**config.mk**
```make
export PLATFORM = sky130hd
export DESIGN_NAME = pci_target_addr_decoder
export DESIGN_NICKNAME = d
export VERILOG_FILES = /design/src/rtl/pci_target_addr_decoder.sv
export SDC_FILE = /design/constraint.sdc
export NUM_CORES = 1
export LEC_CHECK = 0
export ABC_CLOCK_PERIOD_IN_PS = 2400
export CAP_MARGIN = 30
export CORE_MARGIN = 3
export CORE_UTILIZATION = 40
export DETAILED_ROUTE_END_ITERATION = 7
export GPL_TIMING_DRIVEN = 0
export PLACE_DENSITY = 0.62
export SYNTH_ARGS = -nofsm -noshare
export SYNTH_HDL_FRONTEND = slang
export SYNTH_SLANG_ARGS = --single-unit
```
**constraint.sdc**
```tcl
create_clock -name clk -period 2.4 [get_ports clk]
set_clock_uncertainty 0.05 [all_clocks]
set_input_delay 0.48 -clock clk [delete_from_list [all_inputs] [get_ports clk]]
set_output_delay 0.48 -clock clk [all_outputs]
set_load 0.005 [all_outputs]
```
**src/rtl/pci_target_addr_decoder.sv**
```systemverilog
// pci_target_addr_decoder
//   Multi-window PCI target address decoder. Detects the address phase (first
//   edge in IDLE with FRAME# low after it was sampled high), compares the
//   address against N_TARGETS programmable base/enable windows using the
//   register values from before that edge, and claims the transaction by
//   driving DEVSEL# low after 1+DEVSEL_DELAY edges. The claim is held until
//   FRAME# and IRDY# are both sampled high.
//
//   Optional build macro: SUBTRACTIVE_DECODE_EN
//     When defined, a decode miss is claimed subtractively four edges after
//     the address phase, with target_sel reporting the miss code N_TARGETS.
//
//   DEVSEL_DELAY must be 0, 1 or 2.
module pci_target_addr_decoder #(
   parameter int N_TARGETS    = 3,
   parameter int ADDR_W       = 32,
   parameter int WIN_BITS     = 4,
   parameter int DEVSEL_DELAY = 1,
   localparam int SEL_W       = $clog2(N_TARGETS + 1)
) (
   input  logic              clk,
   input  logic              rst,
   input  logic [ADDR_W-1:0] address,
   input  logic              frame_n,
   input  logic              irdy_n,
   input  logic              cfg_we,
   input  logic [SEL_W-1:0]  cfg_idx,
   input  logic [ADDR_W-1:0] cfg_base,
   input  logic              cfg_en,
   output logic              devsel_n,
   output logic [SEL_W-1:0]  target_sel,
   output logic              claimed
);

   localparam logic [SEL_W-1:0] MISS_SEL = SEL_W'(N_TARGETS);
   localparam logic [2:0]       DLY_CNT  = 3'(DEVSEL_DELAY);

`ifdef SUBTRACTIVE_DECODE_EN
   // Subtractive claims land on edge E+4; cnt_q holds (edges since E) - 1.
   localparam logic [2:0]       SUBTR_CNT = 3'd3;
`endif

   typedef enum logic [2:0] {
      ST_IDLE     = 3'd0,
      ST_DECODE   = 3'd1,
      ST_CLAIMED  = 3'd2,
      ST_WAIT_END = 3'd3
`ifdef SUBTRACTIVE_DECODE_EN
      ,
      ST_SUBTR    = 3'd4
`endif
   } state_e;

   // Window registers
   logic [ADDR_W-1:0] base_q [N_TARGETS];
   logic [ADDR_W-1:0] base_d [N_TARGETS];
   logic [N_TARGETS-1:0] en_q;
   logic [N_TARGETS-1:0] en_d;

   // Transaction state
   state_e            state_q, state_d;
   logic [2:0]        cnt_q, cnt_d;
   logic [SEL_W-1:0]  sel_q, sel_d;
   logic              hit_lat_q, hit_lat_d;
   logic              frame_prev_q, frame_prev_d;

   // Registered outputs
   logic              devsel_n_q, devsel_n_d;
   logic              claimed_q, claimed_d;
   logic [SEL_W-1:0]  target_sel_q, target_sel_d;

   // Combinational decode
   logic              match_s;
   logic              hit_s;
   logic [SEL_W-1:0]  hit_idx_s;
   logic              bus_idle_s;
   logic              addr_phase_s;

   // Offset bits inside a window never take part in the compare.
   logic              unused_low_bits_s;
   assign unused_low_bits_s = ^{address[WIN_BITS-1:0], cfg_base[WIN_BITS-1:0]};

   // Config write path: a matching index loads base (offset bits cleared) and enable.
   always_comb begin
      base_d = base_q;
      en_d   = en_q;
      for (int i = 0; i < N_TARGETS; i++) begin
         if (cfg_we && (cfg_idx == SEL_W'(i))) begin
            base_d[i] = {cfg_base[ADDR_W-1:WIN_BITS], {WIN_BITS{1'b0}}};
            en_d[i]   = cfg_en;
         end else begin
            base_d[i] = base_q[i];
            en_d[i]   = en_q[i];
         end
      end
   end

   // Window compare; scanning from the top down lets the lowest index win.
   always_comb begin
      match_s   = 1'b0;
      hit_s     = 1'b0;
      hit_idx_s = MISS_SEL;
      for (int i = N_TARGETS - 1; i >= 0; i--) begin
         match_s   = en_q[i] && (address[ADDR_W-1:WIN_BITS] == base_q[i][ADDR_W-1:WIN_BITS]);
         hit_s     = hit_s | match_s;
         hit_idx_s = match_s ? SEL_W'(i) : hit_idx_s;
      end
   end

   assign bus_idle_s   = frame_n & irdy_n;
   assign addr_phase_s = (state_q == ST_IDLE) && !frame_n && frame_prev_q;
   assign frame_prev_d = frame_n;

   // Next-state and registered-output logic of the claim FSM.
   always_comb begin
      state_d      = state_q;
      cnt_d        = cnt_q;
      sel_d        = sel_q;
      hit_lat_d    = hit_lat_q;
      devsel_n_d   = devsel_n_q;
      claimed_d    = claimed_q;
      target_sel_d = target_sel_q;
      case (state_q)
         ST_IDLE: begin
            if (addr_phase_s) begin
               state_d   = ST_DECODE;
               cnt_d     = 3'd0;
               sel_d     = hit_idx_s;
               hit_lat_d = hit_s;
            end else begin
               state_d   = ST_IDLE;
            end
         end
         ST_DECODE: begin
            if (bus_idle_s) begin
               state_d = ST_IDLE;
            end else if (cnt_q == DLY_CNT) begin
               if (hit_lat_q) begin
                  state_d      = ST_CLAIMED;
                  devsel_n_d   = 1'b0;
                  claimed_d    = 1'b1;
                  target_sel_d = sel_q;
               end else begin
`ifdef SUBTRACTIVE_DECODE_EN
                  state_d = ST_SUBTR;
                  cnt_d   = cnt_q + 3'd1;
`else
                  state_d = ST_WAIT_END;
`endif
               end
            end else begin
               cnt_d = cnt_q + 3'd1;
            end
         end
`ifdef SUBTRACTIVE_DECODE_EN
         ST_SUBTR: begin
            if (bus_idle_s) begin
               state_d = ST_IDLE;
            end else if (cnt_q == SUBTR_CNT) begin
               state_d      = ST_CLAIMED;
               devsel_n_d   = 1'b0;
               claimed_d    = 1'b1;
               target_sel_d = MISS_SEL;
            end else begin
               cnt_d = cnt_q + 3'd1;
            end
         end
`endif
         ST_CLAIMED: begin
            if (bus_idle_s) begin
               state_d      = ST_IDLE;
               devsel_n_d   = 1'b1;
               claimed_d    = 1'b0;
               target_sel_d = MISS_SEL;
            end else begin
               state_d      = ST_CLAIMED;
            end
         end
         ST_WAIT_END: begin
            if (bus_idle_s) begin
               state_d = ST_IDLE;
            end else begin
               state_d = ST_WAIT_END;
            end
         end
         default: begin
            state_d      = ST_IDLE;
            devsel_n_d   = 1'b1;
            claimed_d    = 1'b0;
            target_sel_d = MISS_SEL;
         end
      endcase
   end

   // All state and outputs, with synchronous reset to the idle/unprogrammed values.
   always_ff @(posedge clk) begin
      if (rst) begin
         for (int i = 0; i < N_TARGETS; i++) begin
            base_q[i] <= {ADDR_W{1'b0}};
         end
         en_q         <= {N_TARGETS{1'b0}};
         state_q      <= ST_IDLE;
         cnt_q        <= 3'd0;
         sel_q        <= MISS_SEL;
         hit_lat_q    <= 1'b0;
         frame_prev_q <= 1'b0;
         devsel_n_q   <= 1'b1;
         claimed_q    <= 1'b0;
         target_sel_q <= MISS_SEL;
      end else begin
         base_q       <= base_d;
         en_q         <= en_d;
         state_q      <= state_d;
         cnt_q        <= cnt_d;
         sel_q        <= sel_d;
         hit_lat_q    <= hit_lat_d;
         frame_prev_q <= frame_prev_d;
         devsel_n_q   <= devsel_n_d;
         claimed_q    <= claimed_d;
         target_sel_q <= target_sel_d;
      end
   end

   assign devsel_n   = devsel_n_q;
   assign claimed    = claimed_q;
   assign target_sel = target_sel_q;

endmodule

```
detail.png
Region (75, 75) to (95, 95) um. Cells in grey, sequential cells in the stronger grey; small squares are vias.
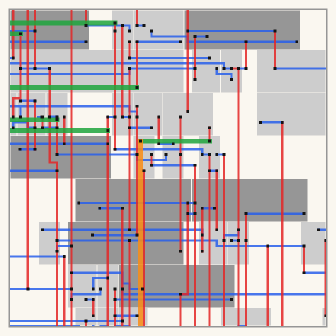
legend:
  metal 3:
    colour: green
  metal 1:
    colour: blue
  metal 4:
    colour: orange
  metal 2:
    colour: red
most frequent: nand2_1 (9), dfxtp_1 (7), a21oi_1 (5)
cells with their middle in the window: 26
sequential cells in the window: 7
netlist names of flops here include: base_q (7)

sizes.png
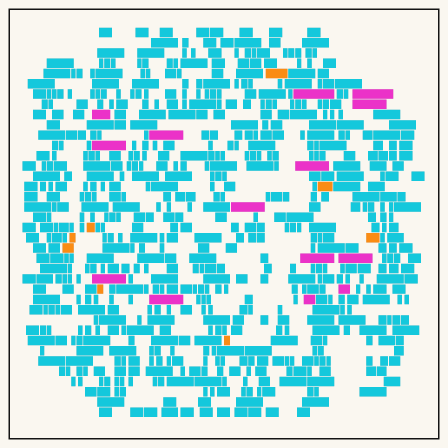
legend:
  _2 cells:
    colour: orange
    cells: 8
    most_used: clkbuf_2
  _0 and _1 cells:
    colour: cyan
    cells: 636
    most_used: nand2_1
  _6 and larger:
    colour: magenta
    cells: 14
    most_used: clkbuf_16
synth-to-layout area growth: 25.47%
final worst slack: 48.37 ps
final non-filler cell area: 5788 um^2
Non-Clock Buffer Count: 96

io_placement.png
Bar = 20 um. Pins as bars across the die edge, other pins in grey.
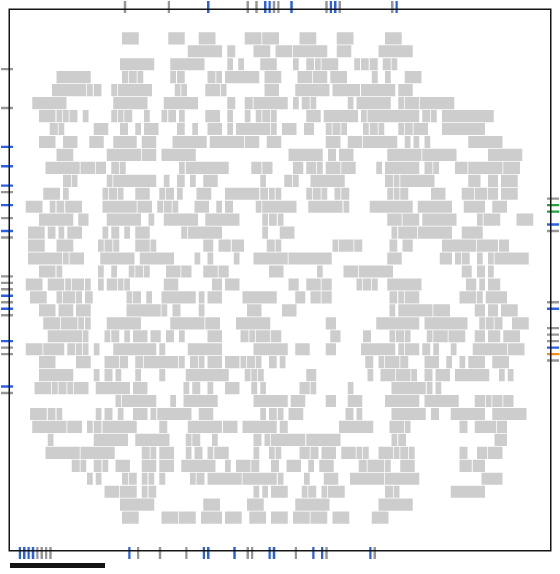
legend:
  address:
    colour: blue
    pins: 32
    direction: input
    edge: 13 bottom, 9 left, 7 top, 3 right
  frame_n:
    colour: orange
    pins: 1
    direction: input
    edge: right
  target_sel:
    colour: green
    pins: 2
    direction: output
    edge: right
die extent in x: 113.4 um
vertical die size: 113.4 um
port buffer count: 66

cell_density.png
11 x 11 tiles, from white (low) to dark blue (high), 0 to 100% covered.
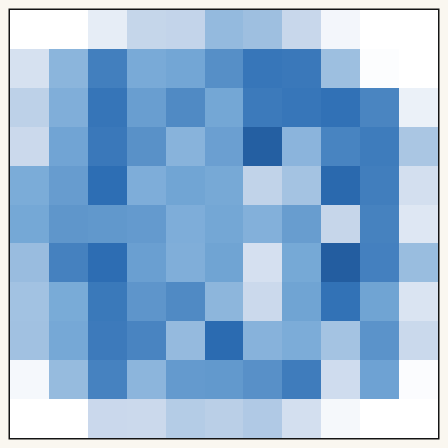
fullest tile: 82%
tiles over 75% full: 4.1%
nearly empty tiles: 9.1%
starting density of the core: 41.82%
floorplan core area: 11030 um^2
core occupancy in the finished layout: 52.47%

placement.png
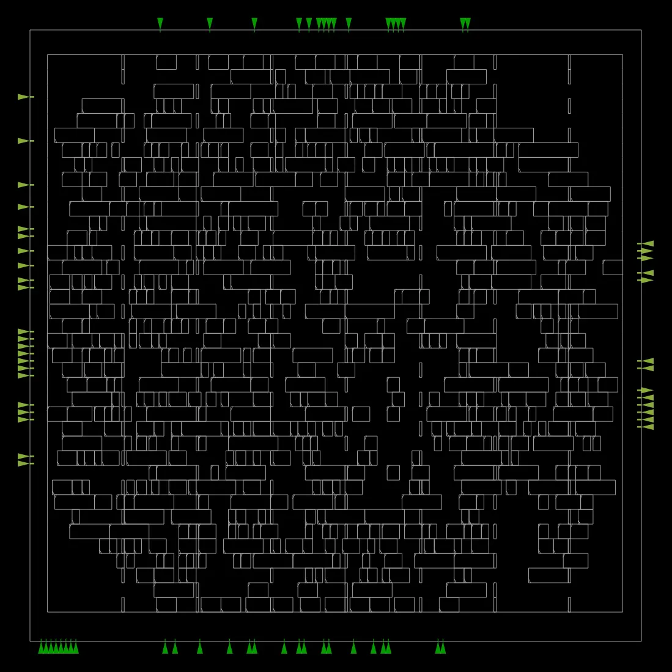
Fillers: 1114
count of placed standard cells in the final layout, fillers left out: 798

==> COMMIT_EDITMSG <==
Update PnR metrics after Yosys + OpenROAD run

- Flops & latches, synth: 100
* Internal Pwr Total: 0.002903 W
- Of the total power, combinational logic draws 13.7%.
- Looking at the post-CTS report, the setup buffer insertion count equals 0.
* WL/cell: 18.08 um
* Vias in the first global route: 4061
- Number of rows in the core area: 38
- Worst EP required: 2640 ps
- Global routing consumed, over all layers together, 22.78% of the routing resources.
* Fmax: 425.2 MHz
- The worst register-to-register path begins at base_q[57].
- Per the detail_route report, vias per standard cell equal 5.207.
- Share of total power consumed by net switching: 25.35%
* Standby leakage power: 1.957 nW
- Across all layers, the routed design uses 4155 vias.
- Number of clock sinks: 100
- For the worst setup path, the data arrival time is 2590 ps.
- Hold path startpoint: en_q[2]
- Looking at the critical path, the highest net fanout was 3.
* Cell area after technology mapping: 4613 um^2
- Leftover overflow at the end of global routing: 0
- STA classifies the critical path startpoint as a primary input.
* Starting DRC count in detailed routing: 239
- Number of gates resized after cts: 2
- Worst slew pin tran: 738.6 ps
- Net Sw Power: 0.0009861 W
- CTS reports a maximum clock tree buffer depth of 2.
- Yosys cell count: 576
- Per STA, the startpoint of the critical path is address[26].
- Setup repair after global routing left no endpoint under its margin.
- After clock tree synthesis, the flow added hold-fix buffers numbering 0.
- After synthesis, the mean cell area works out to 8.009 um^2.
* Tally of yosys warning messages: 0
* HPWL after detailed placement: 10820 um
- Clock root buffer: sky130_fd_sc_hd__clkbuf_16
- The worst setup path is of the primary input to flop kind.
- Number of different library cells in the post-synthesis netlist: 36
- On the final layout, the worst hold slack is 413.5 ps.
- Worst IR drop on VDD: 0.0007093 V
* TritonCTS clock tree: done
- After layout, the design draws a total of 0.003889 W.
- Path type of the worst min-delay path: flop to flop
- Number of pins with negative max-slew slack in the final report: 0
* Syn nets: 654
- Of the total power, the clock network draws 41.2%.
- Outcome: finished, final reports clean
- Total clock buffers created by CTS: 9
- Source-to-sink clock delay at the later pin of the worst-skew pair: 350 ps
* Number of nets in the final layout: 731
* Fin Setup TNS: 0 ps
* Reg clk slew, reported paths: 70 ps
[layout make-up]
type	count	area (um^2)	area share, %
Multi-Input combinational cell	442	2491	43.04
Inverter	4	15.01	0.2594
Clock buffer	11	242.7	4.194
Buffer	30	115.1	1.989
Clock inverter	5	82.58	1.427
Sequential cell	100	2002	34.59
Tap cell	140	175.2	3.026
Timing Repair Buffer	66	664.4	11.48
[critical path, cell delays in order]
cell,delay (ps)
sky130_fd_sc_hd__clkdlybuf4s50_1,520
sky130_fd_sc_hd__xor2_1,210
sky130_fd_sc_hd__or4_1,390
sky130_fd_sc_hd__or4_1,560
sky130_fd_sc_hd__o2111ai_1,250
sky130_fd_sc_hd__a221o_2,170
[stage by stage]
| stage | setup WS [ps] | util, % |
|---|---|---|
| floorplan | 338.4 | - |
| global placement | -402.0 | 49.40 |
| detailed placement | -381.8 | 49.40 |
| CTS | 6.947 | 52.40 |
| global route | 3.651 | 52.47 |
| finish | 48.37 | 52.47 |
[synthesized netlist by cell type (all sizes together)]
master   count  share of area (%)
or3b         1               0.19
and3b        1               0.19
inv          4               0.33
nor3         1               0.11
nor2b        4               0.54
nand2b       4               0.54
a31oi        5               0.68
xnor2       62                 12
or2          1               0.14
clkbuf      29                2.4
mux2i        1               0.22
nand3        3               0.33
buf          1              0.081
ha           6                1.6
and3         1               0.14
nand4b       4               0.76
nor2         4               0.33
a221o        2               0.46
dfxtp      100                 43
nor4        10                1.4
a211o        1               0.19
a21o         1               0.16
nand2      182                 15
nand3b       5               0.81
or4          2               0.33
a21oi       93                 10
o31ai        1               0.16
nor3b        3               0.49
and4         1               0.19
o21bai       2               0.33
o2111ai      1               0.19
a21bo        1               0.22
nand4       15                2.0
o21ai        1               0.11
xor2        23                4.4
[power groups by stage]
stage,Sequential [W],Combinational [W],Clock (W)
after floorplan,0.00179,0.000265,0
after global placement,0.00179,0.000524,0
after detailed placement,0.00179,0.000530,0
after CTS,0.00176,0.000533,0.00162
after global routing,0.00176,0.000576,0.00170
final,0.00176,0.000533,0.00160
[flip-flops by register name (all words and copies together) (netlist names)]
register      flops
cnt_q             3
hit_lat_q         1
frame_prev_q      1
state_q           2
target_sel        2
en_q              3
sel_q             2
claimed           1
devsel_n          1
base_q           84
[worst paths after layout]
path,endpoint,slack [ps],cells after the start
setup reg to reg,sel_q[0],260,5
hold / removal,en_q[2],410,2
setup / recovery,sel_q[0],50,6
hold reg to reg,en_q[2],410,2
[routing by layer]
metal	track usage, %	part of all wire (%)	up-vias
met3	5.464	5.5	25
met5	0	0	-
met4	7.131	2.6	0
met2	38.90	49	125
li1	-	-	2062
met1	28.48	43	1943
[logic make-up after synthesis]
family	count (synthesis)	synth area share, %
AND/OR/NAND/NOR	242	23.27
flip-flops	100	43.40
multiplexers	1	0.2170
buffers and inverters	34	2.766
XOR/XNOR	85	16.14
AND-OR/OR-AND	108	12.58
adder cells (fa/ha/maj)	6	1.627
Power and IR drop assume default switching activity.
